==> run_1/class_map.png <==
(8 px per micron)
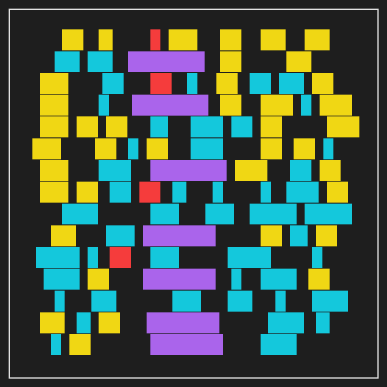
==> run_1/sizing.png <==
(8 px per micron)
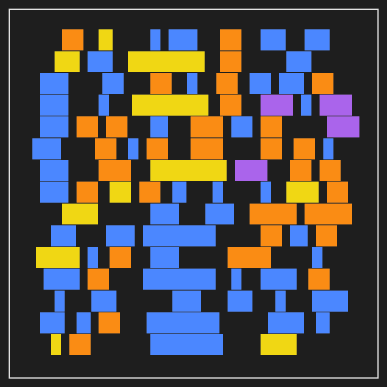
==> run_1/closeup.png <==
Region (0, 21) to (25, 46) microns. Cells in grey, sequential cells in the stronger grey; small squares are vias.
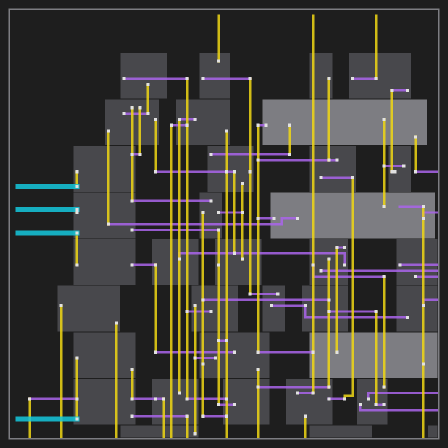
==> run_1/m1.png <==
(10 px per micron)
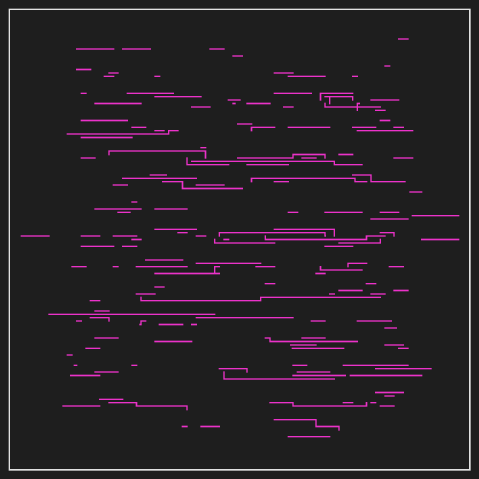
`src/rtl/pipeline_ctrl_pkg.sv`:
```
// ============================================================================
// Module : pipeline_ctrl_pkg
// Brief  : Shared state encoding and defaults for the pipeline stall control.
// Rev    : 1.0  initial release
// ============================================================================
`default_nettype none

package pipeline_ctrl_pkg;

    localparam int MC_CNT_W_DEFAULT = 4;

    typedef enum logic [2:0] {
        ST_RUN      = 3'd0,
        ST_STALL    = 3'd1,
        ST_FLUSH    = 3'd2,
        ST_MEM_WAIT = 3'd3,
        ST_MULTI    = 3'd4
    } state_t;

endpackage

`default_nettype wire

```
`src/rtl/mc_countdown.sv`:
```
// ============================================================================
// Module : mc_countdown
// Brief  : Remaining-cycle counter for multicycle EX ops (load/dec/freeze/zero).
// Rev    : 1.0  initial release
// ============================================================================
`default_nettype none

module mc_countdown #(
    parameter int W = 4
) (
    input  logic         clk,
    input  logic         rst,
    input  logic         load,
    input  logic [W-1:0] load_val,
    input  logic         dec,
    input  logic         freeze,
    output logic [W-1:0] count,
    output logic         zero
);

    logic [W-1:0] count_q;
    logic [W-1:0] count_d;

    always_comb begin
        count_d = count_q;
        if (freeze) begin
            count_d = count_q;
        end else if (load) begin
            count_d = load_val;
        end else if (dec && (count_q != '0)) begin
            count_d = count_q - W'(1);
        end
    end

    always_ff @(posedge clk or posedge rst) begin
        if (rst) begin
            count_q <= '0;
        end else begin
            count_q <= count_d;
        end
    end

    assign count = count_q;
    assign zero  = (count_q == '0);

endmodule

`default_nettype wire

```
`src/rtl/pipeline_stall_ctrl.sv`:
```
// ============================================================================
// Module : pipeline_stall_ctrl
// Brief  : Moore FSM producing stage write enables / flush / bubble controls.
//          Optional stall-cycle counter enabled by macro PIPE_STALL_CNT_EN.
// Rev    : 1.0  initial release
// ============================================================================
`default_nettype none

module pipeline_stall_ctrl
    import pipeline_ctrl_pkg::*;
#(
    parameter int MC_CNT_W    = MC_CNT_W_DEFAULT,
    parameter int STALL_CNT_W = 16
) (
    input  logic                   clk,
    input  logic                   rst,
    input  logic                   hazard_req,
    input  logic                   branch_taken,
    input  logic                   mem_busy,
    input  logic                   mc_start,
    input  logic [MC_CNT_W-1:0]    mc_cycles,
    output logic                   pc_write,
    output logic                   if_id_write,
    output logic                   id_ex_write,
    output logic                   ex_mem_write,
    output logic                   if_id_flush,
    output logic                   id_ex_bubble,
    output logic                   ex_mem_bubble,
`ifdef PIPE_STALL_CNT_EN
    output logic [STALL_CNT_W-1:0] stall_cycles,
`endif
    output logic [2:0]             state_o
);

    if ((MC_CNT_W < 2) || (STALL_CNT_W < 1)) begin : g_cfg_check
        $error("pipeline_stall_ctrl: invalid counter width parameters");
    end

    state_t              state_q;
    state_t              state_d;
    logic                mc_load;
    logic                mc_dec;
    logic                mc_freeze;
    logic                mc_zero;
    logic [MC_CNT_W-1:0] mc_count;
    logic                mc_go;

    assign mc_go     = mc_start && (mc_cycles > MC_CNT_W'(1));
    assign mc_dec    = (state_q == ST_MULTI);
    assign mc_freeze = (state_q == ST_MEM_WAIT);

    mc_countdown #(
        .W (MC_CNT_W)
    ) u_mc_countdown (
        .clk      (clk),
        .rst      (rst),
        .load     (mc_load),
        .load_val (mc_cycles - MC_CNT_W'(1)),
        .dec      (mc_dec),
        .freeze   (mc_freeze),
        .count    (mc_count),
        .zero     (mc_zero)
    );

    always_ff @(posedge clk or posedge rst) begin
        if (rst) begin
            state_q <= ST_RUN;
        end else begin
            state_q <= state_d;
        end
    end

    always_comb begin
        state_d = state_q;
        mc_load = 1'b0;
        case (state_q)
            // Only memory stalls can interrupt a multicycle op.
            ST_MULTI: begin
                if (mem_busy) begin
                    state_d = ST_MEM_WAIT;
                end else if (mc_count <= MC_CNT_W'(1)) begin
                    state_d = ST_RUN;
                end
            end
            ST_MEM_WAIT: begin
                if (!mem_busy) begin
                    state_d = mc_zero ? ST_RUN : ST_MULTI;
                end
            end
            default: begin
                if (mem_busy) begin
                    state_d = ST_MEM_WAIT;
                end else if (branch_taken) begin
                    state_d = ST_FLUSH;
                end else if (mc_go) begin
                    state_d = ST_MULTI;
                    mc_load = 1'b1;
                end else if (hazard_req) begin
                    state_d = ST_STALL;
                end else begin
                    state_d = ST_RUN;
                end
            end
        endcase
    end

    always_comb begin
        pc_write      = 1'b1;
        if_id_write   = 1'b1;
        id_ex_write   = 1'b1;
        ex_mem_write  = 1'b1;
        if_id_flush   = 1'b0;
        id_ex_bubble  = 1'b0;
        ex_mem_bubble = 1'b0;
        case (state_q)
            ST_STALL: begin
                pc_write     = 1'b0;
                if_id_write  = 1'b0;
                id_ex_bubble = 1'b1;
            end
            ST_FLUSH: begin
                if_id_flush  = 1'b1;
                id_ex_bubble = 1'b1;
            end
            ST_MEM_WAIT: begin
                pc_write     = 1'b0;
                if_id_write  = 1'b0;
                id_ex_write  = 1'b0;
                ex_mem_write = 1'b0;
            end
            ST_MULTI: begin
                pc_write      = 1'b0;
                if_id_write   = 1'b0;
                id_ex_write   = 1'b0;
                ex_mem_bubble = 1'b1;
            end
            default: ;
        endcase
    end

    assign state_o = state_q;

`ifdef PIPE_STALL_CNT_EN
    logic [STALL_CNT_W-1:0] stall_cycles_q;
    logic [STALL_CNT_W-1:0] stall_cycles_d;

    always_comb begin
        stall_cycles_d = stall_cycles_q;
        if ((state_q != ST_RUN) && (stall_cycles_q != '1)) begin
            stall_cycles_d = stall_cycles_q + STALL_CNT_W'(1);
        end
    end

    always_ff @(posedge clk or posedge rst) begin
        if (rst) begin
            stall_cycles_q <= '0;
        end else begin
            stall_cycles_q <= stall_cycles_d;
        end
    end

    assign stall_cycles = stall_cycles_q;
`endif

endmodule

`default_nettype wire
```
`config.mk`:
```
export PLATFORM = sky130hd
export DESIGN_NAME = pipeline_stall_ctrl
export DESIGN_NICKNAME = d
export VERILOG_FILES = /design/src/rtl/pipeline_ctrl_pkg.sv /design/src/rtl/mc_countdown.sv /design/src/rtl/pipeline_stall_ctrl.sv
export SDC_FILE = /design/constraint.sdc
export NUM_CORES = 1
export LEC_CHECK = 0
export CELL_PAD_IN_SITES_DETAIL_PLACEMENT = 1
export CELL_PAD_IN_SITES_GLOBAL_PLACEMENT = 1
export CORE_MARGIN = 2
export CORE_UTILIZATION = 31
export DETAILED_ROUTE_END_ITERATION = 10
export PLACE_DENSITY_LB_ADDON = 0.1
export SLEW_MARGIN = 20
export SYNTH_ARGS = -nofsm -noshare
export SYNTH_HDL_FRONTEND = slang
export SYNTH_SLANG_ARGS = --single-unit
```
`constraint.sdc`:
```
create_clock -name clk -period 1.8 [get_ports clk]
set_input_delay 0.45 -clock clk [delete_from_list [all_inputs] [get_ports clk]]
set_output_delay 0.45 -clock clk [all_outputs]
set_load 0.03 [all_outputs]
```
==> impl_summary.log, run 1 <==
[flow] final metrics
INFO  metric synth_warnings = 0
INFO  metric grt_use_met2 = 28.3%
INFO  metric worst-slew-pin-transition = 0.321 ns
INFO  metric routed_met3_length = 32 microns
INFO  metric signal_buffer_area_fraction = 34.8%
INFO  metric register_cell_area_after_layout = 179 sq um
INFO  metric synth-edff-count = 0
INFO  metric synthCells = 56
INFO  metric timing.setup.critical_path_class = flop to output pin
INFO  metric wl_met2 = 808 microns
INFO  metric max_slew_margin = 78.4%
INFO  metric number_of_antenna_violations_at_the_first_check_in_global_routing = 0
INFO  metric ys_cells = 56
INFO  metric cts.reportedPaths.clkPinSlew = 0.05 ns
INFO  metric cp_cell_sequence = or3b_4, buf_6, clkinvlp_4, a21oi_4, buf_6
INFO  metric finish.cell_count_without_fillers = 114
INFO  metric layout-drive-gt1-share = 48.5%
INFO  metric critical_path.startpoint = state_o[0]
INFO  metric critical_path_capture_point_type = output pin
INFO  metric synth.comb.largest_family = simple AND/OR/NAND/NOR gates
INFO  metric clkLatencyLatePin = 0.25 ns
INFO  metric p_comb = 481 uW
INFO  metric floorplan.nets = 71
INFO  metric maxClockFrequency = 0.526 GHz
INFO  metric timing.critical_path.max_delay_family = simple AND/OR/NAND/NOR gates
INFO  metric cp_slowest_cell = or3b_4
INFO  metric sequentialPower = 266 uW
INFO  metric top_usage_layer = met2
INFO  metric antenna_violating_nets_post_route = 0
INFO  metric drt-initial-drc-count = 5
INFO  metric tritoncts = done
INFO  metric syn_area = 544 sq um
INFO  metric setup_viol = 3
INFO  metric synth-adder-area-share = 11.5%
INFO  metric layout_top_cell = buf_4
INFO  metric p_switching = 361 uW
INFO  metric most-common-layout-cells = buf_4, inv_1, clkdlybuf4s50_1
INFO  metric largest_reg_flops = 4
INFO  metric cell_type_with_the_highest_aggregate_area_in_the_netlist = dfrtp_1
INFO  metric status = finished with violations
INFO  metric failing_checks = setup timing
INFO  metric fillCellCount = 209
INFO  metric setup_ws = -0.103 ns
INFO  metric clock_cell_area_share = 2.78%
INFO  metric cts.path.max_buffers = 2
INFO  metric route.top_layer_used = met3
INFO  metric max-cap-violations = 0
INFO  metric nFlopsAndLatches = 7
INFO  metric total_number_of_cells_along_the_worst_setup_path = 5
INFO  metric drt-wirelength-per-cell = 12.0 microns
INFO  metric clkPwrFrac = 15.5%
INFO  metric initial_standard_cell_utilization_of_the_core = 32.2%
INFO  metric gp_congestion = 0.764
INFO  metric finalHoldWorstSlack = 0.431 ns
INFO  metric grt_pass1_vias = 560
INFO  metric synth_largest_type_area_fraction = 32.2%
INFO  metric async_reset_ff_share = 100%
INFO  metric grt_max_degree = 8
INFO  metric critical_path.n_buffers_inverters = 3
INFO  metric chipArea = 2110 sq um
INFO  metric openroad_warning_count = 32
INFO  metric min_delay_worst_type = input pin to async pin
INFO  metric number_of_instances_in_the_placed_design = 106
INFO  metric finalHoldViolCount = 0
INFO  metric synth.ff_latch_count = 7
INFO  metric groute.layer.met3.usage = 3.57%
INFO  metric timing.rr.end = u_mc_countdown.count[1]
INFO  metric die.size.y = 45.9 microns
Back to the opening pictures, class_map.png:
yellow -> remaining buffers and delay cells  # cells 39
purple -> registers  # cells 7
cyan -> remaining logic cells  # cells 47
red -> clock drivers and dummy loads  # cells 4
Seq area share: 18.9%
floorplan row count: 15
placeable core area: 1690 sq um

Back to the opening pictures, sizing.png:
orange -> x3 and x4  # cells 32, share 33%
purple -> x6 and larger  # cells 4, share 4.1%
blue -> x1 and smaller  # cells 50, share 52%
yellow -> x2  # cells 11, share 11%
number of non-clock buffers: 39
post-route design area: 946 sq um
area growth from synthesis to final layout: 73.8%

Back to the opening pictures, closeup.png:
cyan -> M3
yellow -> M2
purple -> M1
most frequent = clkdlybuf4s50_1 (7), buf_4 (6), dfrtp_2 (3)
cells with their middle in the window = 32
sequential cells in the window = 3
netlist names of flops here include = state_o (3)

Back to the opening pictures, m1.png:
main direction = horizontal
longest straight run = 16.6 microns
total detailed-routing wirelength: 1370 microns
global-route met1 utilization: 16.9%
total via count in the routed design: 554

==> run 2: changes to the inputs <==
ABC_CLOCK_PERIOD_IN_PS = 1800   (was default)
==> run_2/class_map.png <==
(8 px per micron)
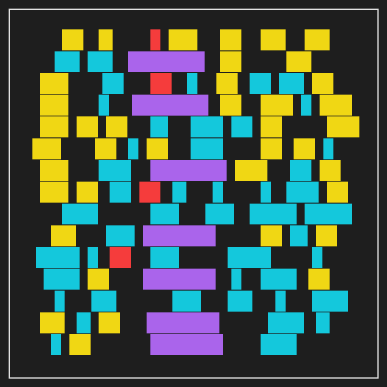
purple -> registers  # cells 7
red -> clock drivers and dummy loads  # cells 4
yellow -> remaining buffers and delay cells  # cells 39
cyan -> remaining logic cells  # cells 47
final core utilization: 56.0%

==> impl_summary.log, run 2 <==
[flow] final metrics
INFO  metric openroad_warning_count = 32 (unchanged)
INFO  metric antenna_violating_nets_post_route = 0 (unchanged)
INFO  metric sequentialPower = 266 uW (about the same)
INFO  metric critical_path_capture_point_type = output pin
INFO  metric synth_warnings = 0 (unchanged)
INFO  metric failing_checks = setup timing
INFO  metric number_of_instances_in_the_placed_design = 106 (unchanged)
INFO  metric chipArea = 2110 sq um (unchanged)
INFO  metric number_of_antenna_violations_at_the_first_check_in_global_routing = 0 (unchanged)
INFO  metric routed_met3_length = 32 microns (unchanged)
INFO  metric non_clock_buffer_count = 39 (unchanged)
INFO  metric route.top_layer_used = met3
INFO  metric grt_pass1_vias = 560 (unchanged)
INFO  metric critical_path.n_buffers_inverters = 3 (unchanged)
INFO  metric largest_reg_flops = 4 (unchanged)
INFO  metric synthCells = 56 (unchanged)
INFO  metric grt_use_met2 = 28.3% (unchanged)
INFO  metric max-cap-violations = 0 (unchanged)
INFO  metric max_slew_margin = 78.4% (unchanged)
INFO  metric setup_ws = -0.103 ns (unchanged)
INFO  metric clock_cell_area_share = 2.78% (unchanged)
INFO  metric synth.comb.largest_family = simple AND/OR/NAND/NOR gates
INFO  metric p_comb = 481 uW (about the same)
INFO  metric async_reset_ff_share = 100% (unchanged)
INFO  metric vias = 554 (unchanged)
INFO  metric seq_area_share = 18.9% (unchanged)
INFO  metric total_detailed_routing_wirelength = 1370 microns (unchanged)
INFO  metric cell_type_with_the_highest_aggregate_area_in_the_netlist = dfrtp_1
INFO  metric die.size.y = 45.9 microns (unchanged)
INFO  metric placementRows = 15 (unchanged)
INFO  metric finalHoldWorstSlack = 0.431 ns (unchanged)
INFO  metric status = finished with violations
INFO  metric cp_cell_sequence = or3b_4, buf_6, clkinvlp_4, a21oi_4, buf_6
INFO  metric register_cell_area_after_layout = 179 sq um (unchanged)
INFO  metric fillCellCount = 209 (unchanged)
INFO  metric clkLatencyLatePin = 0.25 ns (about the same)
INFO  metric cts.path.max_buffers = 2 (unchanged)
INFO  metric finalInstanceArea = 946 sq um (unchanged)
INFO  metric timing.setup.critical_path_class = flop to output pin
INFO  metric clkPwrFrac = 15.5% (about the same)
INFO  metric timing.critical_path.max_delay_family = simple AND/OR/NAND/NOR gates
INFO  metric setup_viol = 3 (unchanged)
INFO  metric critical_path.startpoint = state_o[0]
Power and IR drop assume default switching activity.
